<file path="config.mk">
export PLATFORM = sky130hd
export DESIGN_NAME = rob_retire
export DESIGN_NICKNAME = d
export VERILOG_FILES = /design/src/rtl/rob_pkg.sv /design/src/rtl/rob_retire_sel.sv /design/src/rtl/rob_retire.sv
export SDC_FILE = /design/constraint.sdc
export NUM_CORES = 2
export LEC_CHECK = 0
export ABC_AREA = 1
export CORE_MARGIN = 8
export CORE_UTILIZATION = 56
export CTS_CLUSTER_SIZE = 20
export DETAILED_ROUTE_END_ITERATION = 10
export PLACE_DENSITY_LB_ADDON = 0.08
export SLEW_MARGIN = 20
export SYNTH_ARGS = -nofsm -noshare
export SYNTH_HDL_FRONTEND = slang
export SYNTH_SLANG_ARGS = --single-unit
</file>
<file path="constraint.sdc">
create_clock -name clk -period 3.5 [get_ports clk]
set_clock_uncertainty 0.15 [all_clocks]
set_input_delay 0.35 -clock clk [delete_from_list [all_inputs] [get_ports clk]]
set_output_delay 0.35 -clock clk [all_outputs]
set_load 0.01 [all_outputs]
</file>
<file path="src/rtl/rob_pkg.sv">
// rob_pkg: shared widths and the ROB entry layout used by rob_retire.
package rob_pkg;

    localparam int PREG_W = 6;
    localparam int ARCH_W = 5;
    localparam int DATA_W = 32;

    typedef struct packed {
        logic              valid;
        logic              done;
        logic [ARCH_W-1:0] rd;
        logic [PREG_W-1:0] pd;
        logic [PREG_W-1:0] old_pd;
        logic [DATA_W-1:0] data;
    } rob_entry_t;

endpackage

</file>
<file path="src/rtl/rob_retire_sel.sv">
// rob_retire_sel: decides which of head / head+1 retire this cycle.
// ROB_DUAL_RETIRE_EN enables the second (head+1) retire slot.
module rob_retire_sel (
    input  logic       head_valid,
    input  logic       head_done,
    input  logic       next_valid,
    input  logic       next_done,
    output logic       ret_0,
    output logic       ret_1,
    output logic [1:0] ret_cnt
);

    always_comb begin
        ret_0 = head_valid & head_done;
`ifdef ROB_DUAL_RETIRE_EN
        ret_1 = ret_0 & next_valid & next_done;
`else
        ret_1 = 1'b0;
`endif
        ret_cnt = {1'b0, ret_0} + {1'b0, ret_1};
    end

`ifndef ROB_DUAL_RETIRE_EN
    logic unused_next;
    assign unused_next = next_valid ^ next_done;
`endif

endmodule

</file>
<file path="src/rtl/rob_retire.sv">
// rob_retire: reorder buffer with in-order retire and old-preg return.
// Define ROB_DUAL_RETIRE_EN to retire up to two entries per cycle.
module rob_retire
    import rob_pkg::*;
#(
    parameter int DEPTH = 16
) (
    input  logic                     clk,
    input  logic                     rst_n,
    input  logic                     disp_valid_0,
    input  logic                     disp_valid_1,
    input  logic [ARCH_W-1:0]        disp_rd_0,
    input  logic [ARCH_W-1:0]        disp_rd_1,
    input  logic [PREG_W-1:0]        disp_pd_0,
    input  logic [PREG_W-1:0]        disp_pd_1,
    input  logic [PREG_W-1:0]        disp_old_pd_0,
    input  logic [PREG_W-1:0]        disp_old_pd_1,
    output logic                     disp_ready,
    output logic [$clog2(DEPTH)-1:0] disp_idx_0,
    output logic [$clog2(DEPTH)-1:0] disp_idx_1,
    input  logic                     cmp_valid_0,
    input  logic                     cmp_valid_1,
    input  logic [$clog2(DEPTH)-1:0] cmp_idx_0,
    input  logic [$clog2(DEPTH)-1:0] cmp_idx_1,
    input  logic [DATA_W-1:0]        cmp_data_0,
    input  logic [DATA_W-1:0]        cmp_data_1,
    output logic                     ret_valid_0,
    output logic                     ret_valid_1,
    output logic                     ret_we_0,
    output logic                     ret_we_1,
    output logic [ARCH_W-1:0]        ret_rd_0,
    output logic [ARCH_W-1:0]        ret_rd_1,
    output logic [PREG_W-1:0]        ret_pd_0,
    output logic [PREG_W-1:0]        ret_pd_1,
    output logic [DATA_W-1:0]        ret_data_0,
    output logic [DATA_W-1:0]        ret_data_1,
    output logic                     free_valid_0,
    output logic                     free_valid_1,
    output logic [PREG_W-1:0]        free_preg_0,
    output logic [PREG_W-1:0]        free_preg_1,
    output logic                     rob_empty
);

    localparam int IDX_W = $clog2(DEPTH);
    localparam int CNT_W = IDX_W + 1;

    rob_entry_t       rob [DEPTH];
    logic [IDX_W-1:0] head, tail, head_p1, tail_p1;
    logic [CNT_W-1:0] count;
    rob_entry_t       head_ent, next_ent;
    logic             acc_0, acc_1, ret_0, ret_1, we_0, we_1;
    logic             cmp_hit_0, cmp_hit_1;
    logic [1:0]       acc_cnt, ret_cnt;

    assign head_p1    = head + IDX_W'(1);
    assign tail_p1    = tail + IDX_W'(1);
    assign head_ent   = rob[head];
    assign next_ent   = rob[head_p1];
    assign disp_ready = count <= CNT_W'(DEPTH - 2);
    assign rob_empty  = count == '0;
    assign disp_idx_0 = tail;
    assign disp_idx_1 = tail_p1;
    assign acc_0      = disp_ready & disp_valid_0;
    assign acc_1      = acc_0 & disp_valid_1;
    assign acc_cnt    = {1'b0, acc_0} + {1'b0, acc_1};
    assign we_0       = ret_0 & (head_ent.rd != '0);
    assign we_1       = ret_1 & (next_ent.rd != '0);
    // Completions only land on live, not-yet-done entries; stale indices drop.
    assign cmp_hit_0  = cmp_valid_0 & rob[cmp_idx_0].valid & ~rob[cmp_idx_0].done;
    assign cmp_hit_1  = cmp_valid_1 & rob[cmp_idx_1].valid & ~rob[cmp_idx_1].done;

    rob_retire_sel u_sel (
        .head_valid (head_ent.valid),
        .head_done  (head_ent.done),
        .next_valid (next_ent.valid),
        .next_done  (next_ent.done),
        .ret_0      (ret_0),
        .ret_1      (ret_1),
        .ret_cnt    (ret_cnt)
    );

    always_ff @(posedge clk or negedge rst_n) begin
        if (!rst_n) begin
            head  <= '0;
            tail  <= '0;
            count <= '0;
            for (int unsigned i = 0; i < DEPTH; i++) rob[i] <= '0;
            ret_valid_0  <= 1'b0;
            ret_valid_1  <= 1'b0;
            ret_we_0     <= 1'b0;
            ret_we_1     <= 1'b0;
            ret_rd_0     <= '0;
            ret_rd_1     <= '0;
            ret_pd_0     <= '0;
            ret_pd_1     <= '0;
            ret_data_0   <= '0;
            ret_data_1   <= '0;
            free_valid_0 <= 1'b0;
            free_valid_1 <= 1'b0;
            free_preg_0  <= '0;
            free_preg_1  <= '0;
        end else begin
            ret_valid_0  <= ret_0;
            ret_valid_1  <= ret_1;
            ret_we_0     <= we_0;
            ret_we_1     <= we_1;
            ret_rd_0     <= ret_0 ? head_ent.rd   : '0;
            ret_rd_1     <= ret_1 ? next_ent.rd   : '0;
            ret_pd_0     <= ret_0 ? head_ent.pd   : '0;
            ret_pd_1     <= ret_1 ? next_ent.pd   : '0;
            ret_data_0   <= ret_0 ? head_ent.data : '0;
            ret_data_1   <= ret_1 ? next_ent.data : '0;
            free_valid_0 <= we_0;
            free_valid_1 <= we_1;
            free_preg_0  <= we_0 ? head_ent.old_pd : '0;
            free_preg_1  <= we_1 ? next_ent.old_pd : '0;

            // Retiring, dispatched and completing slots never coincide, so write order is free.
            if (ret_0) rob[head]    <= '0;
            if (ret_1) rob[head_p1] <= '0;
            if (acc_0) rob[tail]    <= '{1'b1, 1'b0, disp_rd_0, disp_pd_0, disp_old_pd_0, '0};
            if (acc_1) rob[tail_p1] <= '{1'b1, 1'b0, disp_rd_1, disp_pd_1, disp_old_pd_1, '0};
            if (cmp_hit_1) begin
                rob[cmp_idx_1].done <= 1'b1;
                rob[cmp_idx_1].data <= cmp_data_1;
            end
            if (cmp_hit_0) begin
                rob[cmp_idx_0].done <= 1'b1;
                rob[cmp_idx_0].data <= cmp_data_0;
            end

            head  <= head + IDX_W'(ret_cnt);
            tail  <= tail + IDX_W'(acc_cnt);
            count <= count + CNT_W'(acc_cnt) - CNT_W'(ret_cnt);
        end
    end

endmodule

</file>
Figure 1. Signal metal coverage by tile.
The die is cut into 32 by 32 equal tiles; black is low, pale yellow is high, scaled to the fullest tile. Values are wire area over tile area, all layers added.
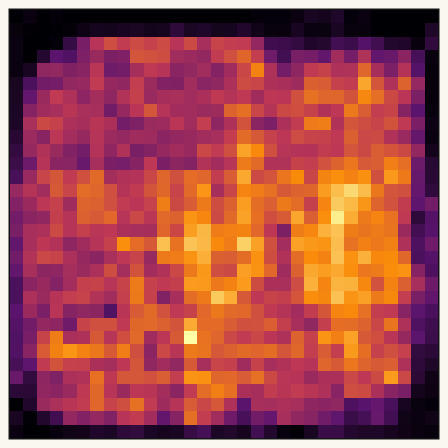
tiles over half the peak = 46%
nearly empty tiles = 4.9%
emptiest ninth of the die = top left
fullest tile = 0.98
mean over tiles = 0.44

Figure 2. Register map, names as in the netlist.
Other sequential cells in the stronger gray, the rest of the logic in the fainter gray.
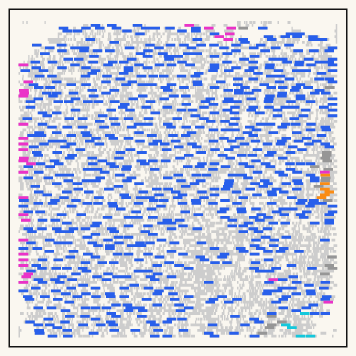
free_preg_0 -> orange  # flops 6, where right middle
count -> cyan  # flops 5, where bottom right
ret_data_0 -> magenta  # flops 32, where widely spread
rob -> blue  # flops 816, where widely spread
not colored = 21
sequential cell area share: 37.1%
sequential power: 17.6 mW
register area: 22000 um^2
Final Core Density: 63.6%

Figure 3. Cell outlines without signal wires.
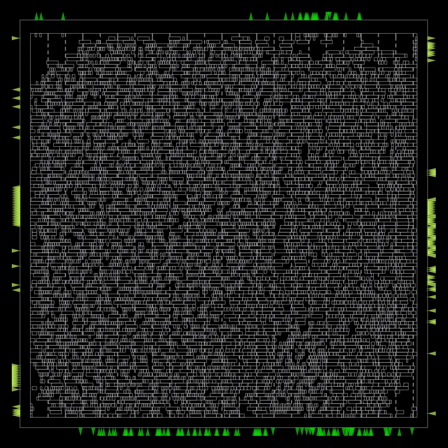
Core Region: 93500 um^2
n_taps: 1254
FP Rows: 112
Filler Cell Count: 8403

Figure 4. Metal 3.
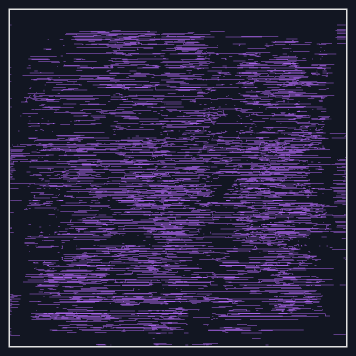
main direction = horizontal
nets with wire on the layer = 891
wire length on this layer = 36.1 mm

Figure 5. I/O nets highlighted.
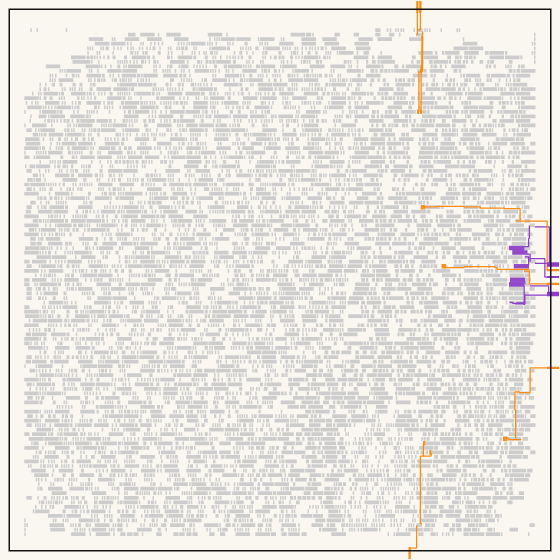
disp_pd_1 -> orange  # direction input, end cells 12, buffers 6, wire 473 um
ret_rd_0 -> purple  # direction output, end cells 5, buffers 5, wire 157 um
IO buf count: 173
# IOs: 226

==> results.yml <==
# synthesis and place-and-route metrics
drt:
  vias: 58500
  dr_wl_met2_um: 104000
  top_layer_used: "met4"
  ant_nets: 0
  drc: 0
  drtPass1Iterations: 9
  viasPerCell: 6.74
  wl_per_cell_um: 28.5
  wl_met3_um: 36100
  wirelength_um: 247000
timing:
  setup_viol: 0
  worst_pin_slew_ps: 1030
  tns_ps: 0
  hold_viol: 0
  max_freq_mhz: 298
  drv_slew: 0
  period_needed_ps: 3360
  period_used_pct: 95.9
  slew_headroom_pct: 31.5
layout:
  syn2layout_area_growth_pct: 12.2
  diodes: 43
  comb_area_share_pct: 45.6
  buf_share_pct: 8.31
  nMultiInputCombCells: 5771
  drive_gt1_share_pct: 7.53
  mostFrequentLayoutCell: "nor2_1"
  n_all_buffers: 444
  clkCellAreaFrac_pct: 5.50
  clkbuf_count: 143
  comb_area_um2: 27100
  finalNonFillerCells: 8682
grt:
  grt_use_met2_pct: 66.5
  busiest_layer: "met2"
  met1_usage_pct: 55.4
  grt_util_all_layers_pct: 45.9
  grt_start_max_net_pins: 137
  antenna_found_initial: 42
clocking:
  clkLatencyLatePin_ps: 700
  ctsLongestPathBuffers: 3
  post_cts_resized: 0
  path_clk_slew_ps: 60
  cts.sinks: 880
  cts.htree.levels: 3
  cts_tree: "yes"
  cts-root-buf: "clkbuf_16"
  cts-buffers-inserted: 101
  hold_buffers: 1
outcome:
  run_status: "finished, final reports clean"
place:
  gp_congestion: 0.989
  hpwl_um: 141000
worst_setup_path:
  worstSetupPathType: "reg2reg"
  cp-start-kind: "flop"
  required_ps: 3970
  endpoint_kind: "flop"
  rrSetupSlack_ps: 140
  cp_data_arrival_time_ps: 3830
synthesis:
  synth-seq-cells: 880
  ys_cells: 7549
  synth_area_um2: 52900
  yosysWarnings: 0
  xor_area_share_pct: 0.147
  mux_share_pct: 0
  fa_ha_area_share_pct: 0.501
  syn_avg_cell_area_um2: 7.01
  ys_seq_share_pct: 41.6
  top_logic_kind: "simple AND/OR/NAND/NOR gates"
  synth_compound_gate_area_share_pct: 12.8
  ys_types: 35
die:
  die-height_um: 323
  die_area_um2: 105000
  die_w_um: 323
pwr:
  power_frac_comb_pct: 44.8
  p_int_mw: 28.9
  ir_worst_vdd_uv: 563
  power.group.top: "combinational cells"
  powerComb_mw: 23.1
  power_frac_seq_pct: 34.1
  powerDensity_nw_per_um2: 867
  switching_power_mw: 22.6
  switching_share_pct: 43.9
  clkPwrFrac_pct: 21.1
  powerClk_mw: 10.9
worst_hold_path:
  min_path_type: "in2async"
[cell usage after synthesis]
| master | number | area share (%) |
|---|---|---|
| a21oi_1 | 276 | 2.6 |
| a21oi_2 | 1 | 0.017 |
| a22oi_1 | 299 | 4.2 |
| buf_1 | 124 | 0.88 |
| buf_2 | 247 | 2.3 |
| buf_4 | 115 | 1.6 |
| buf_6 | 24 | 0.51 |
| buf_8 | 1 | 0.028 |
| clkbuf_1 | 323 | 2.3 |
| clkinv_1 | 15 | 0.11 |
| conb_1 | 1 | 0.0071 |
| dfrtp_1 | 880 | 42 |
| fa_1 | 2 | 0.076 |
| ha_1 | 18 | 0.43 |
| inv_1 | 82 | 0.58 |
| inv_2 | 17 | 0.12 |
| inv_4 | 1 | 0.012 |
| nand2_1 | 1377 | 9.8 |
| nand2_2 | 28 | 0.33 |
| nand2_4 | 4 | 0.085 |
| nand3_1 | 351 | 3.3 |
| nand3_2 | 16 | 0.30 |
| nand4_1 | 571 | 6.7 |
| nand4_2 | 1 | 0.024 |
| nand4_4 | 1 | 0.040 |
| nor2_1 | 2218 | 16 |
| nor2_2 | 7 | 0.083 |
| nor2_4 | 3 | 0.064 |
| nor3_1 | 2 | 0.019 |
| o21ai_0 | 183 | 1.7 |
| o21bai_1 | 1 | 0.014 |
| o22ai_1 | 352 | 4.2 |
| xnor2_1 | 3 | 0.050 |
| xor2_1 | 4 | 0.066 |
| xor2_2 | 1 | 0.031 |
[flip-flops by register name, indices dropped and copies added, names as in the netlist]
| signal | cells |
|---|---|
| disp_idx_0 | 4 |
| count | 5 |
| ret_rd_0 | 5 |
| free_preg_0 | 6 |
| ret_pd_0 | 6 |
| head | 4 |
| free_valid_0 | 1 |
| ret_data_0 | 32 |
| rob | 816 |
| ret_valid_0 | 1 |
[final timing paths]
path / to / from / depth (start not counted)
setup / recovery: rob[673]$_DFF_PN0_ / count[4]$_DFF_PN0_ / 16
hold / removal: rob[394]$_DFF_PN0_ / rst_n / 2
setup reg to reg: rob[673]$_DFF_PN0_ / count[4]$_DFF_PN0_ / 16
hold reg to reg: rob[611]$_DFF_PN0_ / rob[611]$_DFF_PN0_ / 2
max in group asynchronous: rob[660]$_DFF_PN0_ / rst_n / 3
min in group clk: rob[344]$_DFF_PN0_ / disp_pd_1[0] / 3
[cells by family (layout without fill, tap and decap cells)]
logic type | after synthesis | count (layout)
AND-OR/OR-AND | 1112 | 1112
other | 1 | 95
flip-flops | 880 | 880
XOR/XNOR | 8 | 8
buffers and inverters | 949 | 734
AND/OR/NAND/NOR | 4579 | 4579
adder cells (fa/ha/maj) | 20 | 20
[critical path: stages (launching register included)]
cell     delay, ps
dfrtp_1        390
inv_1           80
ha_1           140
nand2_1         50
nor2_1         110
a21oi_2        100
nand2_2        100
inv_4          130
nand2_4        260
buf_4          390
nor2_2          60
nor2_1         590
nand2_2        150
buf_12         250
nor2_1         130
nor2_1          50
nor2_1          80
[metrics by stage]
step,hold WS (ps),total power [mW],area [um^2],setup WS [ps]
floorplan,-95.6,31.4,53100,137
detailed placement,276,39.5,56000,233
global route,208,53.9,59400,61.0
CTS,161,50.3,59300,302
finish,163,51.5,59400,142
global placement,282,38.9,56000,255
Power figures rest on the tool's default switching activity, not on a simulated workload.
